<file path="src/rtl/dmem_arbiter.sv">
// Round-robin arbiter sharing data_mem between the MEM stage (port 0) and an aux master (port 1), with a port-1 burst lock.
// Grant is combinational; issue one cycle later; load data returns two cycles after grant. Optional DMEM_ARB_ALIGN_CHK_EN adds alignment errors.
module dmem_arbiter #(
  parameter int DATA_WIDTH = 32,
  parameter int CTRL_WIDTH = 3
) (
  input  logic                  clk,
  input  logic                  rst_n,
  input  logic                  p0_req,
  input  logic                  p0_we,
  input  logic [DATA_WIDTH-1:0] p0_addr,
  input  logic [CTRL_WIDTH-1:0] p0_ctrl,
  input  logic [DATA_WIDTH-1:0] p0_wdata,
  input  logic                  p1_req,
  input  logic                  p1_we,
  input  logic [DATA_WIDTH-1:0] p1_addr,
  input  logic [CTRL_WIDTH-1:0] p1_ctrl,
  input  logic [DATA_WIDTH-1:0] p1_wdata,
  input  logic                  p1_lock,
  output logic                  p0_gnt,
  output logic                  p1_gnt,
  output logic                  p0_rvalid,
  output logic                  p1_rvalid,
  output logic [DATA_WIDTH-1:0] p0_rdata,
  output logic [DATA_WIDTH-1:0] p1_rdata,
  output logic                  p0_err,
  output logic                  p1_err,
  output logic [DATA_WIDTH-1:0] mem_A,
  output logic                  mem_WE,
  output logic [CTRL_WIDTH-1:0] mem_ctrl,
  output logic [DATA_WIDTH-1:0] mem_WD,
  input  logic [DATA_WIDTH-1:0] mem_RD
);

  logic                  rr_last_q, lock_own_q;
  logic                  iss_valid_q, iss_port_q, iss_we_q;
  logic [DATA_WIDTH-1:0] iss_addr_q, iss_wd_q;
  logic [CTRL_WIDTH-1:0] iss_ctrl_q;
  logic                  rsp_valid_q, rsp_port_q, rsp_err_q;
  logic [DATA_WIDTH-1:0] rsp_data_q;

  logic                  any_gnt;
  logic [1:0]            iss_mode;
  logic                  mode_ok, iss_err;
  logic                  rsp_valid_d;
  logic [DATA_WIDTH-1:0] rsp_data_d;

  // The lock only counts while p1 still asserts it, so ownership ends in the cycle p1_lock drops.
  always_comb begin
    p0_gnt = 1'b0;
    p1_gnt = 1'b0;
    if (!rst_n) begin
      p0_gnt = 1'b0;
    end else if (lock_own_q && p1_lock && p1_req) begin
      p1_gnt = 1'b1;
    end else if (p0_req && p1_req) begin
      p0_gnt = rr_last_q;
      p1_gnt = ~rr_last_q;
    end else begin
      p0_gnt = p0_req;
      p1_gnt = p1_req & ~p0_req;
    end
  end

  assign any_gnt = p0_gnt | p1_gnt;

  always_ff @(posedge clk or negedge rst_n) begin
    if (!rst_n) begin
      rr_last_q   <= 1'b1;
      lock_own_q  <= 1'b0;
      iss_valid_q <= 1'b0;
      iss_port_q  <= 1'b0;
      iss_we_q    <= 1'b0;
      iss_addr_q  <= '0;
      iss_ctrl_q  <= '0;
      iss_wd_q    <= '0;
    end else begin
      iss_valid_q <= any_gnt;
      lock_own_q  <= p1_gnt & p1_lock;
      if (any_gnt) begin
        rr_last_q  <= p1_gnt;
        iss_port_q <= p1_gnt;
        iss_we_q   <= p1_gnt ? p1_we    : p0_we;
        iss_addr_q <= p1_gnt ? p1_addr  : p0_addr;
        iss_ctrl_q <= p1_gnt ? p1_ctrl  : p0_ctrl;
        iss_wd_q   <= p1_gnt ? p1_wdata : p0_wdata;
      end
    end
  end

  assign iss_mode = iss_ctrl_q[1:0];
  assign mode_ok  = (iss_mode != 2'b11);

`ifdef DMEM_ARB_ALIGN_CHK_EN
  assign iss_err = ~mode_ok
                 | ((iss_mode == 2'b01) & iss_addr_q[0])
                 | ((iss_mode == 2'b10) & (|iss_addr_q[1:0]));
`else
  assign iss_err = 1'b0;
`endif

  assign mem_A    = iss_addr_q;
  assign mem_ctrl = iss_ctrl_q;
  assign mem_WD   = iss_wd_q;
  assign mem_WE   = iss_valid_q & iss_we_q & mode_ok & ~iss_err;

  // Stores only answer when they are rejected as errors.
  assign rsp_valid_d = iss_valid_q & (~iss_we_q | iss_err);
  assign rsp_data_d  = (mode_ok & ~iss_err) ? mem_RD : '0;

  always_ff @(posedge clk or negedge rst_n) begin
    if (!rst_n) begin
      rsp_valid_q <= 1'b0;
      rsp_port_q  <= 1'b0;
      rsp_err_q   <= 1'b0;
      rsp_data_q  <= '0;
    end else begin
      rsp_valid_q <= rsp_valid_d;
      rsp_port_q  <= iss_port_q;
      rsp_err_q   <= iss_err;
      rsp_data_q  <= rsp_data_d;
    end
  end

  assign p0_rvalid = rsp_valid_q & ~rsp_port_q;
  assign p1_rvalid = rsp_valid_q & rsp_port_q;
  assign p0_rdata  = p0_rvalid ? rsp_data_q : '0;
  assign p1_rdata  = p1_rvalid ? rsp_data_q : '0;
  assign p0_err    = p0_rvalid & rsp_err_q;
  assign p1_err    = p1_rvalid & rsp_err_q;

endmodule

</file>
<file path="config.mk">
export PLATFORM = sky130hd
export DESIGN_NAME = dmem_arbiter
export DESIGN_NICKNAME = d
export VERILOG_FILES = /design/src/rtl/dmem_arbiter.sv
export SDC_FILE = /design/constraint.sdc
export NUM_CORES = 1
export LEC_CHECK = 0
export ABC_AREA = 1
export ABC_CLOCK_PERIOD_IN_PS = 1700
export CAP_MARGIN = 20
export CORE_UTILIZATION = 35
export DETAILED_ROUTE_END_ITERATION = 8
export GPL_TIMING_DRIVEN = 0
export PLACE_DENSITY = 0.75
export REMOVE_ABC_BUFFERS = 1
export SLEW_MARGIN = 20
export SYNTH_ARGS = -nofsm -noshare
export SYNTH_HDL_FRONTEND = slang
export SYNTH_SLANG_ARGS = --single-unit
</file>
<file path="constraint.sdc">
create_clock -name clk -period 1.7 [get_ports clk]
set_clock_uncertainty 0.1 [all_clocks]
set_input_delay 0.425 -clock clk [delete_from_list [all_inputs] [get_ports clk]]
set_output_delay 0.425 -clock clk [all_outputs]
set_load 0.05 [all_outputs]
</file>
==> images/layer_met1.png <==
Drawn at 4 px/µm. Supply wires on this layer in gray.
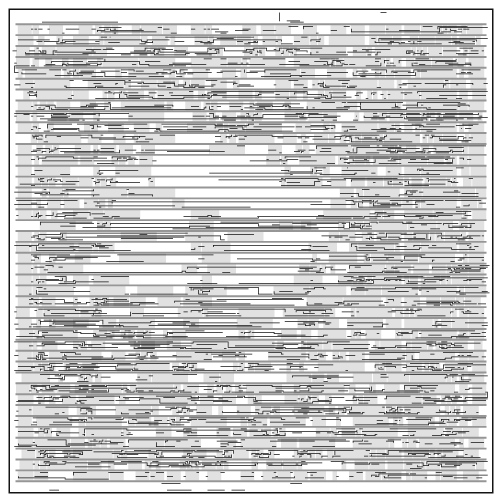
longest straight run	57.0 µm
nets with wire on the layer	953
main direction	horizontal
share of all routed wire	37%
wire length on this layer	8,810 µm

==> images/cell_density.png <==
Drawn at 3 px/µm. 12 x 12 tiles, from dark blue (low) to red (high), 0 to 100% covered.
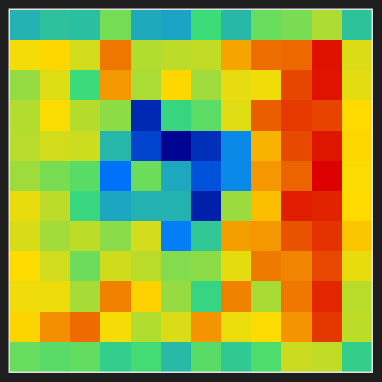
emptiest ninth of the die	middle
fullest tile	100%
tiles over 75% full	31%
densest ninth of the die	right middle
nearly empty tiles	0.70%

==> images/placement.png <==
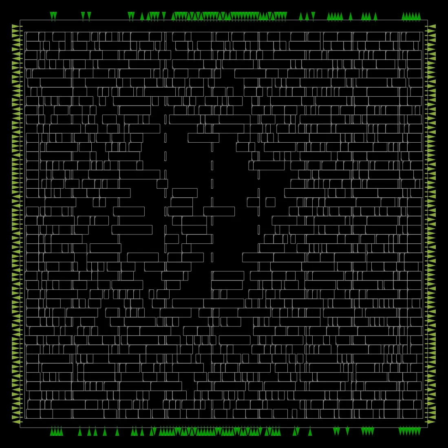
core area: 13,450 µm²
Filler cells: 982
Core Util, Final: 0.7171
final non-filler cell total: 1,126

==> images/placement_by_type.png <==
Drawn at 3 px/µm.
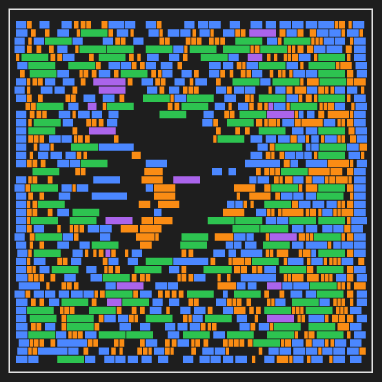
color	class	cells
blue	other buffers and delay cells	346
purple	clock drivers and dummy loads	16
green	flops	106
orange	combinational and other logic	482

==> reports/results.ini <==
[outcome]
status=complete, but fails checks
violations=negative setup slack

[cts]
cts_setup_buffers=23
cts_resized=807
hold_buffers=1

[route]
wl_met2_um=12300
viasPerCell=5.144
post_drt_wl_per_cell_um=21.10
maxUsedRoutingLayer=met4
m1WireLength_um=8811

[min_path]
hold_class=input port to asynchronous set/reset pin

[timing]
setup_tns_ps=-21100
final-setup-viol-count=69
setup_ws_ps=-430.4
fin_hold_ws_ps=148.3

[finish]
n_all_inverters=79
ff_count=106
drive_gt1_frac=0.3032
seq_share=0.2752
layout.nets=1118
n_antenna_cell=0

[logic_synthesis]
netlist_area_um2=4917
synthTopLogicFamily=simple AND/OR/NAND/NOR gates
top_area_cell=dfrtp_1

[setup_path]
crit_fanout=16

[placed_design]
dp_slack_ps=-2955
gp_congestion=0.7683
io_buffers=308
post-dp-hpwl_um=11400

[pwr]
power.density_nw_per_um2=1046
pg_seq_mw=3.22
p_clk_frac=0.221
comb-power_mw=4.64

[global_route]
grt.busiest_layer=met2
track_usage=0.3230

[flow_run]
tool_warnings=27

[floorplan]
fp-utilization=0.3655

-- cells in the final DEF, fill, tap and decap left out, types with 3 or more instances in the layout --
cell             instances
buf_12                   5
buf_2                    3
buf_4                   18
buf_6                   68
buf_8                    7
bufbuf_16                5
clkbuf_16               10
clkbuf_8                 3
clkdlybuf4s15_2         65
clkdlybuf4s50_1        168
clkinvlp_4               4
dfrtp_1                104
inv_1                   67
nand2_1                 72
nand2_2                  3
nand2_4                  5
nand2_8                 11
nand3_1                204
nand3_4                  5
nor2_1                  41
nor2_2                  45
nor2_4                  14
-- critical path, cell delays in order (launching register included) --
cell and delay, ps:
dfrtp_2 440, nor2_4 210, clkinvlp_4 140, buf_12 170, nor2_2 120, buf_6 170
